**src/rtl/fetch_unit_if.sv**
```systemverilog
// Bus bundle between the fetch stage, instruction memory and decode.
// Handshakes: a request is accepted on a cycle where imem_req & imem_ready are both
// high. Exactly one imem_rvalid follows each accepted request, at least one cycle later.
// Decode sees valid_d and consumes on any cycle with ~stall_d & ~flush_d & ~redirect_valid.
interface fetch_unit_if;
  logic        imem_req;
  logic [31:0] imem_addr;
  logic        imem_ready;
  logic        imem_rvalid;
  logic [31:0] imem_rdata;

  logic        stall_d;
  logic        flush_d;
  logic        redirect_valid;
  logic [31:0] redirect_pc;

  logic        valid_d;
  logic [31:0] instr_d;
  logic [31:0] pc_d;
  logic [31:0] pc_plus4_d;

  logic [1:0]  fsm_state;

  modport master (
    output imem_req, imem_addr, valid_d, instr_d, pc_d, pc_plus4_d, fsm_state,
    input  imem_ready, imem_rvalid, imem_rdata, stall_d, flush_d, redirect_valid, redirect_pc
  );

  modport slave (
    input  imem_req, imem_addr, valid_d, instr_d, pc_d, pc_plus4_d, fsm_state,
    output imem_ready, imem_rvalid, imem_rdata, stall_d, flush_d, redirect_valid, redirect_pc
  );
endinterface

```
**src/rtl/fetch_unit.sv**
```systemverilog
// Instruction fetch stage: owns the PC, issues one memory request at a time and
// queues returned words in a small FIFO for decode; honours stall, flush and redirect.
module fetch_unit #(
  parameter logic [31:0] RESET_PC = 32'h0000_0000,
  parameter int          DEPTH    = 2
) (
  input logic          clk,
  input logic          rst,
  fetch_unit_if.master bus
);

  localparam int PW = (DEPTH > 1) ? $clog2(DEPTH) : 1;
  localparam int CW = $clog2(DEPTH) + 1;

  localparam logic [1:0] S_REQ  = 2'd0;
  localparam logic [1:0] S_WAIT = 2'd1;
  localparam logic [1:0] S_DROP = 2'd2;

  logic [1:0]    state;
  logic [31:0]   fetch_pc;
  logic [31:0]   req_pc;
  logic          outstanding;

  logic [31:0]   buf_instr [DEPTH];
  logic [31:0]   buf_pc    [DEPTH];
  logic [PW-1:0] head;
  logic [PW-1:0] tail;
  logic [CW-1:0] count;

  logic          issue_ok;
  logic          accept;
  logic          push;
  logic          pop;
  logic          clear;
  logic          valid;

  // Counting the in-flight word guarantees the FIFO always has room for it.
  assign issue_ok = (count + CW'(outstanding)) < CW'(DEPTH);
  assign accept   = bus.imem_req & bus.imem_ready;
  assign push     = bus.imem_rvalid & (state == S_WAIT) & ~bus.redirect_valid;
  assign clear    = bus.redirect_valid | bus.flush_d;
  assign valid    = (count != '0);
  assign pop      = valid & ~bus.stall_d & ~clear;

  assign bus.imem_req   = ~rst & (state == S_REQ) & issue_ok;
  assign bus.imem_addr  = fetch_pc;
  assign bus.fsm_state  = state;

  assign bus.valid_d    = valid;
  assign bus.instr_d    = valid ? buf_instr[head] : 32'd0;
  assign bus.pc_d       = valid ? buf_pc[head] : 32'd0;
  assign bus.pc_plus4_d = valid ? (buf_pc[head] + 32'd4) : 32'd0;

  always_ff @(posedge clk) begin
    if (rst) begin
      state       <= S_REQ;
      fetch_pc    <= RESET_PC;
      req_pc      <= RESET_PC;
      outstanding <= 1'b0;
    end else begin
      if (bus.redirect_valid) begin
        fetch_pc <= bus.redirect_pc & ~32'h3;
      end
      case (state)
        S_REQ: begin
          if (accept) begin
            req_pc      <= fetch_pc;
            outstanding <= 1'b1;
            state       <= bus.redirect_valid ? S_DROP : S_WAIT;
          end
        end
        S_WAIT: begin
          if (bus.imem_rvalid) begin
            outstanding <= 1'b0;
            state       <= S_REQ;
            if (!bus.redirect_valid) begin
              fetch_pc <= req_pc + 32'd4;
            end
          end else if (bus.redirect_valid) begin
            state <= S_DROP;
          end
        end
        S_DROP: begin
          if (bus.imem_rvalid) begin
            outstanding <= 1'b0;
            state       <= S_REQ;
          end
        end
        default: begin
          outstanding <= 1'b0;
          state       <= S_REQ;
        end
      endcase
    end
  end

  // A word landing in the same cycle as a flush survives as the sole entry.
  always_ff @(posedge clk) begin
    if (rst) begin
      head  <= '0;
      tail  <= '0;
      count <= '0;
    end else if (clear) begin
      head <= tail;
      if (push) begin
        tail  <= tail + PW'(1);
        count <= CW'(1);
      end else begin
        count <= '0;
      end
    end else begin
      if (push) begin
        tail <= tail + PW'(1);
      end
      if (pop) begin
        head <= head + PW'(1);
      end
      count <= count + CW'(push) - CW'(pop);
    end
  end

  always_ff @(posedge clk) begin
    if (!rst && push) begin
      buf_instr[tail] <= bus.imem_rdata;
      buf_pc[tail]    <= req_pc;
    end
  end

  no_push_when_full: assert property (
    @(posedge clk) disable iff (rst) (push && !clear) |-> (count != CW'(DEPTH))
  );

endmodule
```
**src/flat_wrapper.sv**
```systemverilog
// flat-port wrapper written by rule: the top's interface ports become plain ports
module fetch_unit_flat 
#(
  parameter logic [31:0] RESET_PC = 32'h0000_0000,
  parameter int          DEPTH    = 2
)
  (clk, rst, bus_imem_req, bus_imem_addr, bus_valid_d, bus_instr_d, bus_pc_d, bus_pc_plus4_d, bus_fsm_state, bus_imem_ready, bus_imem_rvalid, bus_imem_rdata, bus_stall_d, bus_flush_d, bus_redirect_valid, bus_redirect_pc);
  fetch_unit_if bus_i ();
  input logic clk;
  input logic rst;
  output wire logic [$bits(bus_i.imem_req)-1:0] bus_imem_req;
  output wire logic [$bits(bus_i.imem_addr)-1:0] bus_imem_addr;
  output wire logic [$bits(bus_i.valid_d)-1:0] bus_valid_d;
  output wire logic [$bits(bus_i.instr_d)-1:0] bus_instr_d;
  output wire logic [$bits(bus_i.pc_d)-1:0] bus_pc_d;
  output wire logic [$bits(bus_i.pc_plus4_d)-1:0] bus_pc_plus4_d;
  output wire logic [$bits(bus_i.fsm_state)-1:0] bus_fsm_state;
  input wire logic [$bits(bus_i.imem_ready)-1:0] bus_imem_ready;
  input wire logic [$bits(bus_i.imem_rvalid)-1:0] bus_imem_rvalid;
  input wire logic [$bits(bus_i.imem_rdata)-1:0] bus_imem_rdata;
  input wire logic [$bits(bus_i.stall_d)-1:0] bus_stall_d;
  input wire logic [$bits(bus_i.flush_d)-1:0] bus_flush_d;
  input wire logic [$bits(bus_i.redirect_valid)-1:0] bus_redirect_valid;
  input wire logic [$bits(bus_i.redirect_pc)-1:0] bus_redirect_pc;
  assign bus_imem_req = bus_i.imem_req;
  assign bus_imem_addr = bus_i.imem_addr;
  assign bus_valid_d = bus_i.valid_d;
  assign bus_instr_d = bus_i.instr_d;
  assign bus_pc_d = bus_i.pc_d;
  assign bus_pc_plus4_d = bus_i.pc_plus4_d;
  assign bus_fsm_state = bus_i.fsm_state;
  assign bus_i.imem_ready = bus_imem_ready;
  assign bus_i.imem_rvalid = bus_imem_rvalid;
  assign bus_i.imem_rdata = bus_imem_rdata;
  assign bus_i.stall_d = bus_stall_d;
  assign bus_i.flush_d = bus_flush_d;
  assign bus_i.redirect_valid = bus_redirect_valid;
  assign bus_i.redirect_pc = bus_redirect_pc;
  fetch_unit #(.RESET_PC(RESET_PC), .DEPTH(DEPTH)) u_core (.clk(clk), .rst(rst), .bus(bus_i));
endmodule
```
**config.mk**
```make
export PLATFORM = sky130hd
export DESIGN_NAME = fetch_unit_flat
export DESIGN_NICKNAME = d
export VERILOG_FILES = /design/src/rtl/fetch_unit_if.sv /design/src/rtl/fetch_unit.sv /design/src/flat_wrapper.sv
export SDC_FILE = /design/constraint.sdc
export NUM_CORES = 1
export LEC_CHECK = 0
export CORE_MARGIN = 2
export CORE_UTILIZATION = 35
export DETAILED_ROUTE_END_ITERATION = 10
export GPL_TIMING_DRIVEN = 1
export SLEW_MARGIN = 10
export SYNTH_ARGS = -nofsm -noshare
export SYNTH_HDL_FRONTEND = slang
export SYNTH_SLANG_ARGS = --single-unit
export TNS_END_PERCENT = 20
```
**constraint.sdc**
```tcl
create_clock -name clk -period 30.7 [get_ports clk]
set_clock_uncertainty 0.1 [all_clocks]
set_input_delay 9.21 -clock clk [delete_from_list [all_inputs] [get_ports clk]]
set_output_delay 9.21 -clock clk [all_outputs]
set_load 0.005 [all_outputs]
```
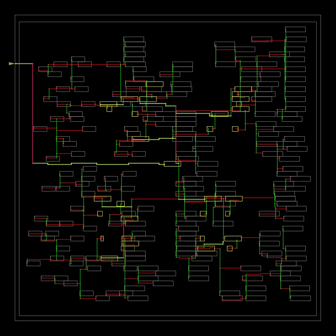
(the clock network)
Clk power: 215 uW
clk latency late pin: 0.43 ns
TritonCTS buffer count: 17
CTS sink cnt: 200
clkbuf count: 22

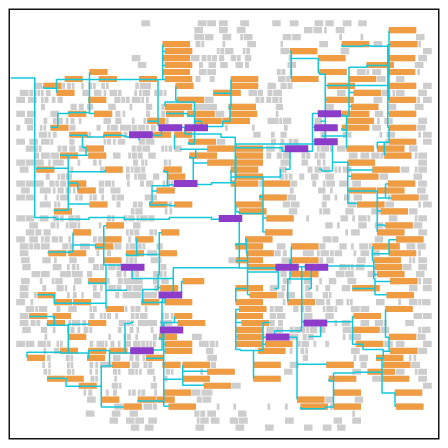
(clock distribution)
cyan -> clock wires  # length 2320 um
purple -> clock drivers  # count 17
orange -> flip-flops  # count 200
flops lie = all over the die
routed clock nets = 18
Clock Power Share: 38.2%

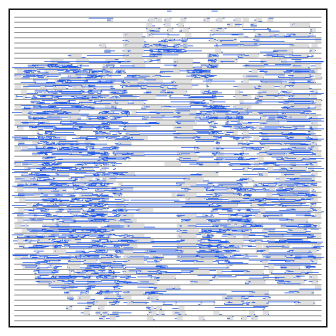
(signal wires on met1)
Supply wires on this layer in gray. Cells faint in the background.
main direction = horizontal
nets with wire on the layer = 1029
share of all routed wire = 51%
longest straight run = 58.2 um
DR vias: 7114
M1 GR Usage: 26.3%

==> GITHUB_STEP_SUMMARY <==
### Flow metrics

| Metric | Value |
|---|---|
| Critical path startpoint | `rst` |
| Post-route cell area | `around 12000 um^2` |
| DR WL/cell | `17.2 um` |
| Largest net degree at the start of global routing | `73` |
| Sw frac | `23.6%` |
| Synth Seq Share | `between 50% and 60%` |
| YS warnings | `0` |
| P_leak | `roughly 0.0039 uW` |
| Comb. pwr | `roughly 51 uW` |
| Worst hold slack | `around 0.37 ns` |
| Final WL | `around 24000 um` |
| Gate power share | `9.0%` |
| Post-Syn Area | `9300 um^2` |
| DR pass1 iterations | `5` |
| Grt ovf | `0` |
| Rows | `approximately 59` |
| Core Util, Final | `a little under half` |
| Die Size | `around 28000 um^2` |
| EDFF count, synth | `~130` |
| Min-Delay Endpoint | `u_core.req_pc[3]` |
| Synth-to-Final Area Change | `30.6%` |
| Top cells excl fill/tap | `clkdlybuf4s50_1, edfxtp_1, nor2_1, nand2_1, dfxtp_1` |
| Top Consumer | `registers` |
| Yosys stat cell total | `slightly below 900` |
| GRT Total Usage | `roughly 17%` |
| R2R depth | `5` |
| Top cells by count | `edfxtp_1, nor2_1, nand2_1, dfxtp_1` |
| Hold Crit Depth | `2` |
| Startpoint types | `input port` |
| Clock Path Buffers | `2` |
| Fmax | `about 50 MHz` |
| Sequence of cells on the critical path | `buf_2 > buf_4 > nand2b_1 > a21oi_1 > clkdlybuf4s50_1` |
| Share of layout cells above drive strength 1 | `6.15%` |
| Origin of the critical flop-to-flop path | `u_core.bus.fsm_state[1]` |
| Cell area after placement | `between 10000 and 15000 um^2` |
| Final worst slack | `roughly 11 ns` |
| Buffers outside the clock class | `~210` |
| Pwr/cell area | `around 46 nW/um^2` |
| Fraction of area in registers | `43.5%` |
| Largest stage delay on the critical path | `about 0.54 ns` |
| Sum Neg Setup Slack | `0 ns` |
| FF-to-FF End | `u_core.buf_instr[1][1]` |
| IO Port Bufs | `approximately 200` |
| Worst setup path end | `bus_imem_req` |
| # fillers | `between 2000 and 2500` |
| Multi-input logic portion of the cell area | `30.8%` |
| DR vias/cell | `just over 5` |
| NonClk Buf Share | `between 15 and 20%` |
| Total power | `563 uW` |
| HP Start | `u_core.bus.imem_addr[3]` |
| Remaining antenna violation count | `0` |
| Status | `finished clean` |
| Critical Path Stages | `5` |
| Mean Syn Cell Area | `around 10 um^2` |
| Setup bufs post-CTS | `0` |
| Post-synthesis cell count | `roughly 900` |
| Sequential power | `298 uW` |
| Combinational Gates | `just over 600` |
| Most common cell in the netlist | `edfxtp_1` |
| Clk slew on worst S/H paths | `0.08 ns` |
==> metal layers <==
metal / GRT usage (%) / share of wire [%]
met3: 3.78 / 5.6
met4: 3.07 / 0.43
met1: 26.3 / 51
met2: 26.1 / 43
met5: 0 / 0
==> cells by family (layout without fill, tap and decap cells) <==
kind of cell             count (synthesis)  in the layout  share of synthesized area, %
AND/OR/NAND/NOR                        359            359                          18.5
buffers and inverters                   71            258                          3.20
flip-flops                             200            200                          56.8
adder cells (fa/ha/maj)                  7              7                         0.942
multiplexers                            66             66                          7.17
AND-OR/OR-AND                          144            144                          9.59
XOR/XNOR                                40             40                          3.77
==> worst reg2reg max path, stage by stage, from the launching register on <==
cell	delay, ns
dfxtp_1	0.36
inv_1	0.09
ha_1	0.31
nand2_1	0.58
nor4b_2	0.43
buf_4	0.74
No activity file was given, so power comes from the tool's default toggle rates.
